## src/rtl/bus_grant_ctrl_if.sv

```systemverilog
// Bus grant interface between requesters and bus_grant_ctrl.
//
// Signals:
//   req      level request per bus source (requester -> controller)
//   req_dst  destination index per requester, slice i = [i*DSTW +: DSTW]
//   oe       one-hot-or-zero source output-enable
//   ld       one-hot-or-zero destination load-enable
//   done     one-cycle pulse, transfer of requester i completes
//   err_dst  one-cycle pulse, granted destination index >= NDST
//   busy     high while the bus is driven or turning around
//
// Modports: master = requester side, slave = controller side.
interface bus_grant_ctrl_if #(
  parameter int NREQ = 4,
  parameter int NDST = 8
);
  localparam int DSTW = $clog2(NDST);

  logic [NREQ-1:0]      req;
  logic [NREQ*DSTW-1:0] req_dst;
  logic [NREQ-1:0]      oe;
  logic [NDST-1:0]      ld;
  logic [NREQ-1:0]      done;
  logic                 err_dst;
  logic                 busy;

  modport master (
    output req, req_dst,
    input  oe, ld, done, err_dst, busy
  );

  modport slave (
    input  req, req_dst,
    output oe, ld, done, err_dst, busy
  );
endinterface

```

## src/rtl/bus_grant_ctrl.sv

```systemverilog
// Sequencer and round-robin arbiter for the shared internal tri-state bus.
// Grants the bus to one requester at a time: one DRIVE cycle with exactly
// one source output-enable and at most one destination load-enable, then a
// TURN dead cycle so two tri-state drivers are never enabled together.
//
// Ports:
//   clk  clock, all state changes on the rising edge
//   rst  asynchronous active-low reset
//   bus  bus_grant_ctrl_if.slave (req, req_dst in; oe, ld, done, err_dst,
//        busy out). All outputs are registered.
module bus_grant_ctrl #(
  parameter int NREQ = 4,
  parameter int NDST = 8
) (
  input  logic            clk,
  input  logic            rst,
  bus_grant_ctrl_if.slave bus
);

  localparam int DSTW = $clog2(NDST);
  localparam int IW   = $clog2(NREQ);

  localparam logic [IW-1:0] LAST_IDX = IW'(NREQ - 1);
  localparam logic [IW:0]   NREQ_W   = (IW + 1)'(NREQ);
  localparam logic [DSTW:0] NDST_LIM = (DSTW + 1)'(NDST);

  typedef enum logic [1:0] {
    IDLE  = 2'd0,
    DRIVE = 2'd1,
    TURN  = 2'd2
  } state_t;

  state_t          state_q, state_d;
  logic [IW-1:0]   ptr_q, ptr_d;
  logic [IW-1:0]   last_q, last_d;
  logic [IW-1:0]   win;
  logic [IW:0]     sum;
  logic            found;
  logic            grant;
  logic [NREQ-1:0] elig;
  logic [DSTW-1:0] dst_sel;
  logic [DSTW-1:0] dst_arr [NREQ];

  logic [NREQ-1:0] oe_d, oe_q;
  logic [NDST-1:0] ld_d, ld_q;
  logic [NREQ-1:0] done_d, done_q;
  logic            err_d, err_q;
  logic            busy_d, busy_q;

  for (genvar g = 0; g < NREQ; g++) begin : g_dst
    assign dst_arr[g] = bus.req_dst[g*DSTW +: DSTW];
  end

  // Arbitration and next-state / next-output decode
  always_comb begin
    state_d = state_q;
    ptr_d   = ptr_q;
    last_d  = last_q;
    elig    = '0;
    sum     = '0;
    found   = 1'b0;
    win     = '0;
    grant   = 1'b0;
    dst_sel = '0;
    oe_d    = '0;
    ld_d    = '0;
    done_d  = '0;
    err_d   = 1'b0;
    busy_d  = 1'b0;

    // The requester served in the previous DRIVE is masked in TURN so a
    // requester still holding req for one cycle after done is not re-served.
    case (state_q)
      IDLE:    elig = bus.req;
      TURN: begin
        elig         = bus.req;
        elig[last_q] = 1'b0;
      end
      default: elig = '0;
    endcase

    // Scan ptr, ptr+1, ... modulo NREQ for the first eligible request.
    for (int k = 0; k < NREQ; k++) begin
      sum = {1'b0, ptr_q} + (IW + 1)'(k);
      if (sum >= NREQ_W) sum = sum - NREQ_W;
      if (!found && elig[sum[IW-1:0]]) begin
        found = 1'b1;
        win   = sum[IW-1:0];
      end
    end
    grant   = found;
    dst_sel = dst_arr[win];

    case (state_q)
      IDLE:    state_d = grant ? DRIVE : IDLE;
      DRIVE:   state_d = TURN;
      TURN:    state_d = grant ? DRIVE : IDLE;
      default: state_d = IDLE;
    endcase

    if (grant) begin
      ptr_d        = (win == LAST_IDX) ? '0 : win + IW'(1);
      last_d       = win;
      oe_d[win]    = 1'b1;
      done_d[win]  = 1'b1;
      // Out-of-range destinations drop the transfer but still complete it.
      if ({1'b0, dst_sel} < NDST_LIM) ld_d[dst_sel] = 1'b1;
      else                            err_d         = 1'b1;
    end

    busy_d = (state_d != IDLE);
  end

  // State and output registers
  always_ff @(posedge clk or negedge rst) begin
    if (!rst) begin
      state_q <= IDLE;
      ptr_q   <= '0;
      last_q  <= '0;
      oe_q    <= '0;
      ld_q    <= '0;
      done_q  <= '0;
      err_q   <= 1'b0;
      busy_q  <= 1'b0;
    end else begin
      state_q <= state_d;
      ptr_q   <= ptr_d;
      last_q  <= last_d;
      oe_q    <= oe_d;
      ld_q    <= ld_d;
      done_q  <= done_d;
      err_q   <= err_d;
      busy_q  <= busy_d;
    end
  end

  assign bus.oe      = oe_q;
  assign bus.ld      = ld_q;
  assign bus.done    = done_q;
  assign bus.err_dst = err_q;
  assign bus.busy    = busy_q;

endmodule

```

## src/flat_wrapper.sv

```systemverilog
// flat-port wrapper written by rule: the top's interface ports become plain ports
module bus_grant_ctrl_flat 
#(
  parameter int NREQ = 4,
  parameter int NDST = 8
)
  (clk, rst, bus_req, bus_req_dst, bus_oe, bus_ld, bus_done, bus_err_dst, bus_busy);
  bus_grant_ctrl_if #(.NREQ(NREQ), .NDST(NDST)) bus_i ();
  input  logic clk;
  input  logic rst;
  input wire logic [$bits(bus_i.req)-1:0] bus_req;
  input wire logic [$bits(bus_i.req_dst)-1:0] bus_req_dst;
  output wire logic [$bits(bus_i.oe)-1:0] bus_oe;
  output wire logic [$bits(bus_i.ld)-1:0] bus_ld;
  output wire logic [$bits(bus_i.done)-1:0] bus_done;
  output wire logic [$bits(bus_i.err_dst)-1:0] bus_err_dst;
  output wire logic [$bits(bus_i.busy)-1:0] bus_busy;
  assign bus_i.req = bus_req;
  assign bus_i.req_dst = bus_req_dst;
  assign bus_oe = bus_i.oe;
  assign bus_ld = bus_i.ld;
  assign bus_done = bus_i.done;
  assign bus_err_dst = bus_i.err_dst;
  assign bus_busy = bus_i.busy;
  bus_grant_ctrl #(.NREQ(NREQ), .NDST(NDST)) u_core (.clk(clk), .rst(rst), .bus(bus_i));
endmodule
```

## config.mk

```make
export PLATFORM = sky130hd
export DESIGN_NAME = bus_grant_ctrl_flat
export DESIGN_NICKNAME = d
export VERILOG_FILES = /design/src/rtl/bus_grant_ctrl_if.sv /design/src/rtl/bus_grant_ctrl.sv /design/src/flat_wrapper.sv
export SDC_FILE = /design/constraint.sdc
export NUM_CORES = 1
export LEC_CHECK = 0
export CAP_MARGIN = 20
export CORE_UTILIZATION = 43
export CTS_CLUSTER_DIAMETER = 200
export CTS_CLUSTER_SIZE = 25
export DETAILED_ROUTE_END_ITERATION = 12
export PLACE_DENSITY = 0.76
export SLEW_MARGIN = 0
export SYNTH_ARGS = -nofsm -noshare
export SYNTH_HDL_FRONTEND = slang
export SYNTH_SLANG_ARGS = --single-unit
```

## constraint.sdc

```tcl
create_clock -name clk -period 3.2 [get_ports clk]
set_input_delay 0.8 -clock clk [delete_from_list [all_inputs] [get_ports clk]]
set_output_delay 0.8 -clock clk [all_outputs]
set_load 0.005 [all_outputs]
```

Where the registers sit:
The bar under the picture is 20 um long.
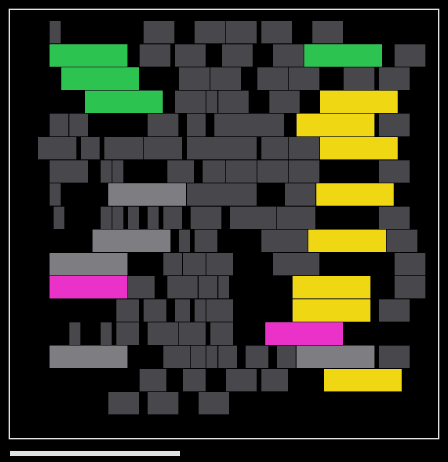
magenta -> u_core.state_q  # placed flops 2
yellow -> u_core.bus.ld  # placed flops 8
green -> u_core.bus.oe  # placed flops 4
sequential power: 0.412 mW
final core occ: 0.620
Seq. cell area: 475 sq um

Cell classes on the final placement:
The bar under the picture is 20 um long. Fill, decap, tap and diode cells in gray.
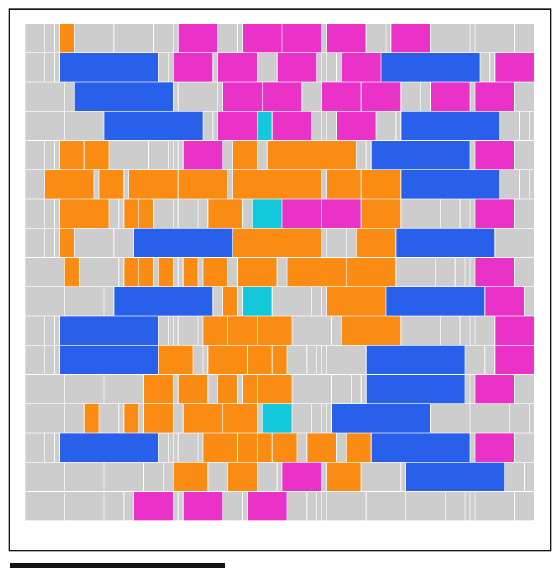
magenta -> remaining buffers and delay cells  # cells 34, share of their area 26%
cyan -> clock drivers and dummy loads  # cells 4, share of their area 2.0%
orange -> remaining logic cells  # cells 58, share of their area 36%
blue -> registers  # cells 19, share of their area 36%

==> impl_metrics.yaml <==
# physical design summary
worst_setup_path:
  setup.worst_path.end_class: "flip-flop"
  path_cells: "clkdlybuf4s50_1 -> nor2b_1 -> nand2_1 -> o311a_1 -> nand2_2 -> mux4_2 -> nor4b_2"
  cp_max_fo: 8
  start_kind: "primary input"
  critical_path.top_delay_family: "simple AND/OR/NAND/NOR gates"
  crit_slowest_cell: "mux4_2"
  reg2reg_from: "u_core.last_q[1]$_DFFE_PN0P_"
  critPathMaxStageDelay_ps: 620
floorplan:
  fp_util: 0.456
  dieArea_sq_mm: 0.00252
  ios: 36
  die_h_um: 50.2
logic_synthesis:
  synthTopCellsByArea: "dfrtp_1, mux4_2, ha_1"
  largest_area_cell: "dfrtp_1"
  ys_warn_count: 0
  synthArstFlopShare: 1.00
  flop_cell: "dfrtp_1"
  numSynthFlops: 19
  synthAdderAreaFrac: 0.0501
  edf_count: 0
  mux_share: 0.0676
  syn_nets: 105
  ys_seq_share: 0.476
  yosys.area_share.xor_xnor: 0
  synthCells: 83
  synth-compound-area-share: 0.0413
  synth_area_per_cell_sq_um: 12.0
  syn_area_sq_um: 1000
  top_cell: "dfrtp_1"
  synthTopLogicFamily: "simple AND/OR/NAND/NOR gates"
run_status:
  status: "completed"
clock_tree:
  root_buffer: "clkbuf_4"
  cts.htree.levels: 1
  clock_path_buffers: 2
  cts_resized: 0
  numCtsBuffers: 3
  holdBufCountCts: 0
  cts_setup_buffers: 0
  cts_sinks: 19
  cts_tree: "done"
detailed_routing:
  wl_per_cell_um: 13.5
  antenna_left: 0
  drcViolationCount: 0
  drt_first_pass_iters: 4
  via_count: 747
  drtIter0Drc: 18
  post_drt_via_cell_ratio: 5.22
power_and_ir_drop:
  vdd_drop_max_mv: 0.432
  clock_power_share: 0.101
  powerClk_mw: 0.118
  sequentialPowerShare: 0.352
  p_comb_frac: 0.546
  cellLeakagePower_nw: 0.594
sta:
  timing.slew.headroom: 0.455
  fin_hold_ws_ps: 572
  setup_viol: 0
  maxSlewViolCount: 0
  fin_crit_ps: 2760
  min_period_over_period: 0.862
  timing_hold_violations_final: 0
  max_freq_mhz: 363
  tns_ps: 0
global_route:
  overflow: 0
  grt.total_usage: 0.172
  antenna_found_initial: 0
  grt_max_degree: 20
hold_path:
  hold_path_class: "reg2reg"
layout:
  nets: 138
  num_antenna_cells: 0
  layout_top_cells: "clkdlybuf4s50_1, dfrtp_1, nand2_1, and2_1"
  final_common_cell: "clkdlybuf4s50_1"
  combGateArea_sq_um: 467
placement:
  placement.setup.worst_slack_ps: 136
  routabilityCongestion: 0.828
  dp_hpwl_mm: 1.51
Cell area per tile:
The die is cut into 10 by 10 equal tiles; black is low, pale yellow is high, 0 to 100% covered.
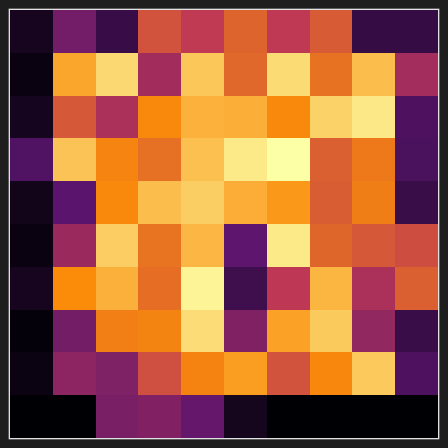
mean over tiles = 53%
tiles over 75% full = 28%
fullest tile = 100%

[final cells by class]
| cell class | instances | area share |
|---|---|---|
| clock buffer | 4 | 0.0193 |
| inverter | 4 | 0.0110 |
| multi-input combinational | 54 | 0.343 |
| sequential | 19 | 0.350 |
| tap | 28 | 0.0258 |
| timing repair buffer | 34 | 0.250 |
[flip-flops by register name (all words and copies together) (netlist names)]
signal	flops
u_core.bus.ld	8
u_core.ptr_q	2
u_core.bus.busy	1
u_core.state_q	2
u_core.last_q	2
u_core.bus.oe	4
[routing by layer]
metal / up-vias / wire length, um / track usage / part of all wire
met3: 0 / 57 / 0.0182 / 0.029
met5: - / 0 / 0 / 0
li1: 356 / - / - / -
met4: 0 / 0 / 0.0857 / 0
met1: 371 / 761 / 0.213 / 0.39
met2: 20 / 1120 / 0.296 / 0.58
[worst max path at each step]
stage,endpoint,from,depth (start not counted)
detailed placement,u_core.bus.ld[2]$_DFF_PN0_,bus_req[2],7
global placement,u_core.bus.ld[1]$_DFF_PN0_,bus_req[2],7
CTS,u_core.bus.ld[2]$_DFF_PN0_,bus_req[2],7
floorplan,u_core.bus.ld[5]$_DFF_PN0_,bus_req[2],6
finish,u_core.bus.ld[4]$_DFF_PN0_,bus_req[2],7
global route,u_core.bus.ld[4]$_DFF_PN0_,bus_req[2],7
[worst min-delay path: stages, from the launching register on]
cell and delay [ps]:
dfrtp_1 410, nand2_1 70, nand2_1 60
[logic make-up (layout without fill, tap and decap cells)]
family | count (synthesis) | after routing
flip-flops | 19 | 19
adder cells (fa/ha/maj) | 4 | 4
AND/OR/NAND/NOR | 41 | 41
buffers and inverters | 10 | 42
multiplexers | 3 | 3
AND-OR/OR-AND | 5 | 5
other | 1 | 1
No activity file was given, so power comes from the tool's default toggle rates.
